run_1/wire_density.png
Bar = 20 um. 17 x 17 tiles, from dark purple (low) to yellow (high), scaled to the fullest tile. Values are wire area over tile area, all layers added.
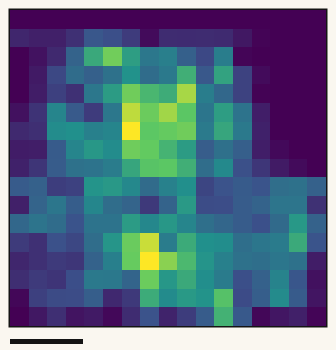
run_1/drive_strength.png
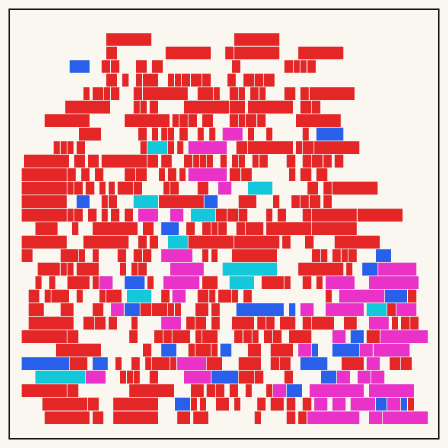
run_1/port_nets.png
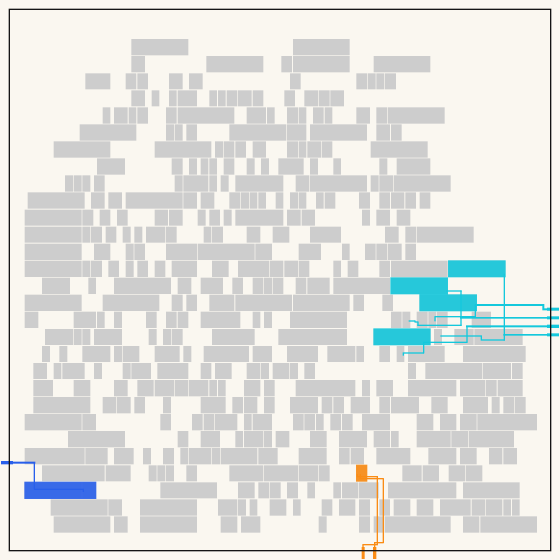
==> config.mk <==
export PLATFORM = sky130hd
export DESIGN_NAME = turn_controller
export DESIGN_NICKNAME = d
export VERILOG_FILES = /design/src/rtl/turn_controller.sv
export SDC_FILE = /design/constraint.sdc
export NUM_CORES = 1
export LEC_CHECK = 0
export CORE_MARGIN = 2
export CORE_UTILIZATION = 50
export CTS_CLUSTER_SIZE = 16
export DETAILED_ROUTE_END_ITERATION = 12
export DONT_BUFFER_PORTS = 1
export GPL_ROUTABILITY_DRIVEN = 0
export PLACE_DENSITY = 0.68
export SETUP_SLACK_MARGIN = 0.5
export SKIP_CTS_REPAIR_TIMING = 1
export SYNTH_ARGS = -nofsm -noshare
export SYNTH_HDL_FRONTEND = slang
export SYNTH_SLANG_ARGS = --single-unit
==> constraint.sdc <==
create_clock -name clk -period 3.35 [get_ports clk]
set_input_delay 0.335 -clock clk [delete_from_list [all_inputs] [get_ports clk]]
set_output_delay 0.335 -clock clk [all_outputs]
set_load 0.05 [all_outputs]
==> results.toml, run 1 <==
# yosys + openroad results
[yosys]
ys_warn_count = 0
numSynthFlops = 48
top_area_cell = "dfrtp_1"
async_flop_share_pct = 100
synthTopCellsByArea = "dfrtp_1 (34%), ha_1 (6.3%), nor2_1 (4.9%)"
ys_area_um2 = 3380
netlist_instances = 390
top_cell_area_share_pct = 34.1
ys_cells = 390
edf_count = 0
synthTopCellsByCount = "dfrtp_1 (46), nor2_1 (44), nand2_1 (39), o21ai_0 (32), a21oi_1 (25)"
synth_nets = 433
syn_avg_cell_area_um2 = 8.66
netlist_area_um2 = 3380
seq_area_frac_synth_pct = 35.6
ff_type = "dfrtp_1"
ys_types = 69
top_cell = "dfrtp_1"

[cts]
clkLatencyLatePin_ps = 300
cts_sinks = 48
numCtsBuffers = 5
h-tree-depth = 2
tritoncts = "built"
root_buffer = "clkbuf_8"
cts_buffer_depth = 2
path_clk_slew_ps = 80

[critical_path]
cp.arrival_ps = 3450
required_ps = 3570
cp_common_cell = "ha_4"
slowest_stage = "dfstp_4"
crit_chain = "nor2b_4 -> ha_4 -> inv_2 -> ha_4 -> and2b_1 -> a221oi_4 -> or3_4 -> a41oi_4 -> o31ai_4 -> buf_6 -> mux2_4 -> a21oi_4 -> a21oi_2 -> a2bb2oi_2"
cpLargestDelayFamily = "AND-OR/OR-AND gates"
r2r_cells = 14
path_depth = 14
crit_buf_inv = 2
setup.worst_path.start_class = "flop"
max_stage_delay_ps = 660
crit_type = "reg2reg"
crit_fanout = 6
setup.worst_path.end_class = "flop"
reg2reg_slack_ps = 130

[grt]
grt_overflow_total = 0
antenna_found_initial = 0
grt_pass1_vias = 2759
grt_pass1_wl_mm = 13.6
grt_max_degree = 49

[power_and_ir_drop]
power_mw = 3.08
power_density_nw_per_um2 = 810
vdd_drop_max_uv = 349
p_leak_nw = 1.60

[finish]
lay_top_count = "dfrtp_1"
final_layout_top_logic_cells = "dfrtp_1 (44), nor2_1 (43), nand2_1 (38), o21ai_0 (32), a21oi_1 (25)"
n_fill_cell = 594
largest_reg_flops = 28
drive_gt1_share_pct = 19.4
area_growth_pct = 12.7
n_antenna_cell = 0
nets = 449

[floorplanning]
fp-row-count = 29
chipArea_um2 = 7430
die_h_um = 86.2
coreArea_um2 = 6460
fp_util_pct = 52.3
fp.dieW_um = 86.2

[final_timing]
finClkSkew_ps = 7.30
worst_slack_ps = 128
fin_crit_sh_pct = 96.2
fmax_mhz = 310
worstMarginPinSlew_ps = 663
relSlewSlack_pct = 55.8
setup_viol = 0
slew_viol_final = 0
hold_viol = 0
layout_min_cycle_time_ps = 3220
final.setup.tns_ps = 0
rsz0062_at_grt = "yes"

[placed_design]
post-dp-hpwl_mm = 5.71
placed_area_um2 = 3500
post-place-ws_ps = 97.5

[routing]
dr.first_iter.drc_count = 226
postRouteAntennaNets = 0
vias_per_cell = 6.29
drc = 0
dr.pass1.iters = 5

[flow_run]
warnings = 38
maxCapViolations = 0

[worst_hold_path]
hp-class = "in2reg"
worstHoldPathCells = 0

[run_status]
status = "completed"
-- wire_density.png (at the start) --
mean over tiles	0.19
tiles over half the peak	19%
emptiest ninth of the die	upper right
nearly empty tiles	17%
post-DR wirelength/cell: 17.8 um
overall routing resource usage: 22.7%
vias: 3044
drt total wl: 8.59 mm

-- drive_strength.png (at the start) --
color	size	cells	share
cyan	drive 6 and up	10	2.5%
magenta	drive 3 to 4	43	11%
red	drive 1 or less	328	81%
blue	drive 2	26	6.4%
Signal buffers: 23
Post-Layout Inst Area: 3810 um^2

-- port_nets.png (at the start) --
color	port	bits	direction	end cells	wire
cyan	position	4	output	4	108 um
blue	btn_down	1	input	2	15.9 um
orange	g0	2	input	1	34.0 um
Port Buf Inserts: 0
IO Count: 39

[run 1: power by group]
part / switching [mW] / leakage, nW / internal, mW
Sequential: 0.158 / 0.642 / 0.648
Combinational: 1.06 / 0.901 / 0.805
Clock: 0.190 / 0.0524 / 0.224
[run 1: per-stage QoR]
stage,hold slack (ps),utilization [%],cells
floorplan,39.4,-,390
detailed placement,40.0,54.1,463
finish,61.5,59.0,484
CTS,-284,55.8,471
global route,46.1,59.0,484
global placement,40.2,54.1,463
[run 1: area by class of cell]
cell class | count | area, um^2 | share of cell area, %
repair buffers | 23 | 206 | 5.42
flip-flops and latches | 48 | 1210 | 31.8
well taps | 77 | 96.3 | 2.53
multi-input cells | 313 | 2130 | 55.9
clock inverters | 1 | 30.0 | 0.789
inverters | 15 | 56.3 | 1.48
clock buffers | 7 | 76.3 | 2.00
[run 1: cell families after synthesis]
group | share of synthesized area (%)
mux | 2.89
simple gates | 25.2
fa+ha+maj | 6.30
xor+xnor | 0.778
compound gates | 24.0
buf+inv | 5.19
flops | 35.6
[run 1: worst register-to-register path: cells and delay by family (launching register included)]
family / cells / cell delay, ps
buffers and inverters: 2 / 200
AND-OR/OR-AND: 6 / 1110
AND/OR/NAND/NOR: 3 / 570
flip-flops: 1 / 660
multiplexers: 1 / 320
adder cells (fa/ha/maj): 2 / 300
[run 1: per-layer routing]
layer  global-route usage, %  vias up  share of wire (%)
met1                    34.6     1452                 47
met5                       0        -                  0
met4                    5.11        0                1.2
met3                    2.67       15                6.7
li1                        -     1461                  -
met2                    35.0      116                 45
run_1/final_congestion.png
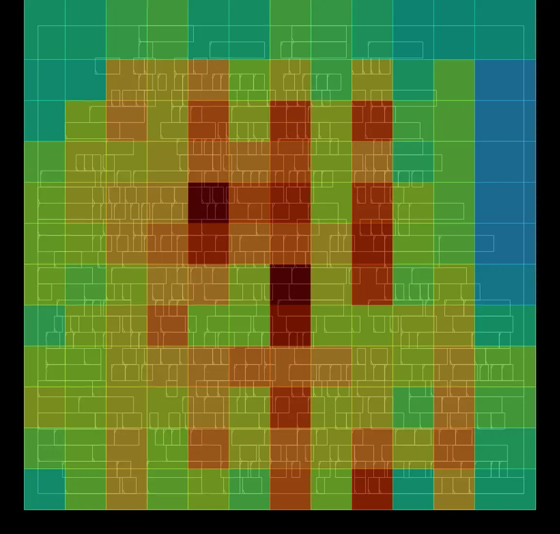

## Run 2: what changed since run 1
Settings changed: CORE_ASPECT_RATIO set to 0.7, PLACE_DENSITY 0.68 to not set.
Clock period 3.35 ns to 3.9 ns, I/O delays scaled along.
run_2/final_congestion.png
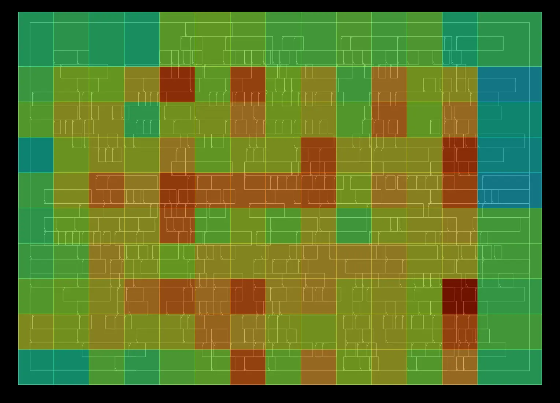
post-DR wirelength/cell: 17.3 um
overall routing resource usage: 23.5%
Layout Utilization: 56.7%
met1 Use GR: 39.0%

run_2/cell_classes.png
Bar = 20 um.
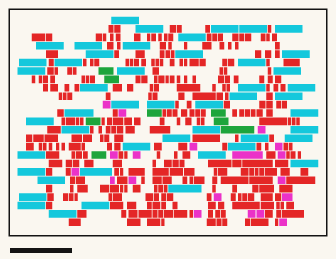
color	class	cells	share of their area
green	clock drivers and dummy loads	8	3.5%
red	all other logic	326	59%
magenta	other buffers and delay cells	19	4.5%
cyan	flops	48	33%
Seq area share: 32.2%
row cnt: 25

run_2/drive_strength.png
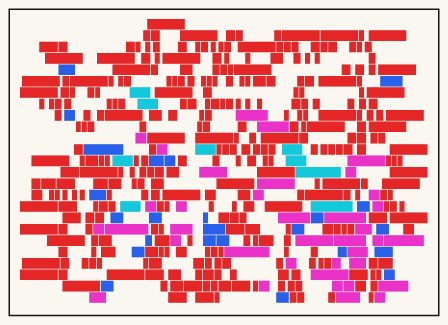
color	size	cells	share	most used
blue	drive 2	24	6.0%	and2b_2
magenta	drive 3 to 4	37	9.2%	buf_4
cyan	drive 6 and up	9	2.2%	clkbuf_8
red	drive 1 or less	331	83%	dfrtp_1
PnR worst setup slack: 515 ps
Signal buffers: 19
Post-Layout Inst Area: 3760 um^2
Area Overhead vs Synth: 11.4%

==> results.toml, run 2 <==
# yosys + openroad results
[run_status]
status = "completed"

[critical_path]
setup.worst_path.start_class = "flop"
crit_chain = "ha_4 -> o21ai_4 -> nand2_2 -> ha_4 -> and2b_2 -> a221oi_4 -> ha_4 -> a41oi_4 -> o31ai_4 -> mux2_4 -> a21oi_2 -> a21oi_2 -> a2bb2oi_2"
reg2reg_slack_ps = 510
crit_type = "reg2reg"
cp_common_cell = "ha_4"
cpLargestDelayFamily = "AND-OR/OR-AND gates"
path_depth = 13
crit_fanout = 7
crit_buf_inv = 0
slowest_stage = "dfrtp_4"
required_ps = 4130
r2r_cells = 13
setup.worst_path.end_class = "flop"
max_stage_delay_ps = 620
cp.arrival_ps = 3610

[finish]
n_fill_cell = 609
logic_area_um2 = 2080
final_layout_top_logic_cells = "dfrtp_1 (45), nor2_1 (44), nand2_1 (38), o21ai_0 (32), a21oi_1 (24)"
largest_reg_flops = 28
nets = 443
n_antenna_cell = 0
lay_top_count = "dfrtp_1"
final-seq-area_um2 = 1210
layout.cells.non_filler = 495
drive_gt1_share_pct = 17.5

[cts]
numCtsBuffers = 5
h-tree-depth = 2
path_clk_slew_ps = 90
cts_sinks = 48
cts_buffer_depth = 2
clkLatencyLatePin_ps = 300
root_buffer = "clkbuf_8"
tritoncts = "built"

[final_timing]
setup_viol = 0
rsz0062_at_grt = "yes"
fin_crit_sh_pct = 86.8
hold_viol = 0
hold_ws_ps = 108
worstMarginPinSlew_ps = 746
final.setup.tns_ps = 0
slew_viol_final = 0
finClkSkew_ps = 8.03
relSlewSlack_pct = 50.0
fmax_mhz = 295
layout_min_cycle_time_ps = 3390

[routing]
drt_wl_total_mm = 8.59
postRouteAntennaNets = 0
vias_per_cell = 5.87
met2_length_mm = 3.47
vias = 2906
met1_length_mm = 4.64
wl_met3_um = 442
dr.max_layer_used = "met4"
drc = 0
dr.pass1.iters = 5
dr.first_iter.drc_count = 242

[grt]
antenna_found_initial = 0
grt_overflow_total = 0
grt_pass1_wl_mm = 13.7
grt_pass1_vias = 2623
grt_max_degree = 49

[yosys]
top_cell_area_share_pct = 34.1
ys_types = 69
edf_count = 0
synthTopCellsByCount = "dfrtp_1 (46), nor2_1 (44), nand2_1 (39), o21ai_0 (32), a21oi_1 (25)"
synthTopCellsByArea = "dfrtp_1 (34%), ha_1 (6.3%), nor2_1 (4.9%)"
syn_avg_cell_area_um2 = 8.66
top_cell = "dfrtp_1"
synth_nets = 433
ys_cells = 390
ys_warn_count = 0
netlist_area_um2 = 3380
seq_area_frac_synth_pct = 35.6
numSynthFlops = 48
netlist_instances = 390
async_flop_share_pct = 100
top_area_cell = "dfrtp_1"
ff_type = "dfrtp_1"
ys_area_um2 = 3380

[floorplanning]
fp_util_pct = 50.9
fp.dieW_um = 102
io_pins = 39
chipArea_um2 = 7440
coreArea_um2 = 6630
die_h_um = 72.8

[worst_hold_path]
hp-class = "in2reg"
worstHoldPathCells = 0

[placed_design]
dp.cells = 476
post-dp-hpwl_mm = 5.98
post-place-ws_ps = 270
port-buffer-count = 0

[flow_run]
maxCapViolations = 0
warnings = 37

[power_and_ir_drop]
power_density_nw_per_um2 = 708
p_leak_nw = 1.57
vdd_drop_max_uv = 362
-- run 2: stage by stage --
step,area [um^2],util [%],total power [mW]
floorplan,3380,-,1.76
global placement,3440,51.9,1.97
detailed placement,3440,51.9,1.99
CTS,3570,53.8,2.39
global route,3760,56.7,2.83
finish,3760,56.7,2.66
-- run 2: logic make-up after synthesis --
family | synth area share [%]
simple gates | 25.2
fa+ha+maj | 6.30
flops | 35.6
mux | 2.89
buf+inv | 5.19
xor+xnor | 0.778
compound gates | 24.0
-- run 2: final cells by class --
cell class              instances  share of cell area (%)
clock inverters                 1                   0.798
clock buffers                   7                    2.56
flip-flops and latches         48                    32.2
well taps                      94                    3.13
multi-input cells             311                    55.4
inverters                      15                    1.56
repair buffers                 19                    4.32
-- run 2: where the power goes --
part | switching [mW] | total, mW | internal [mW]
Sequential | 0.170 | 0.725 | 0.556
Combinational | 0.870 | 1.54 | 0.670
Clock | 0.171 | 0.398 | 0.227
Total | 1.21 | 2.66 | 1.45
-- run 2: routing by layer --
metal,track usage [%],vias up
met1,39.0,1394
li1,-,1443
met2,32.2,64
met4,3.26,0
met3,4.12,5
met5,0,-
No activity file was given, so power comes from the tool's default toggle rates.
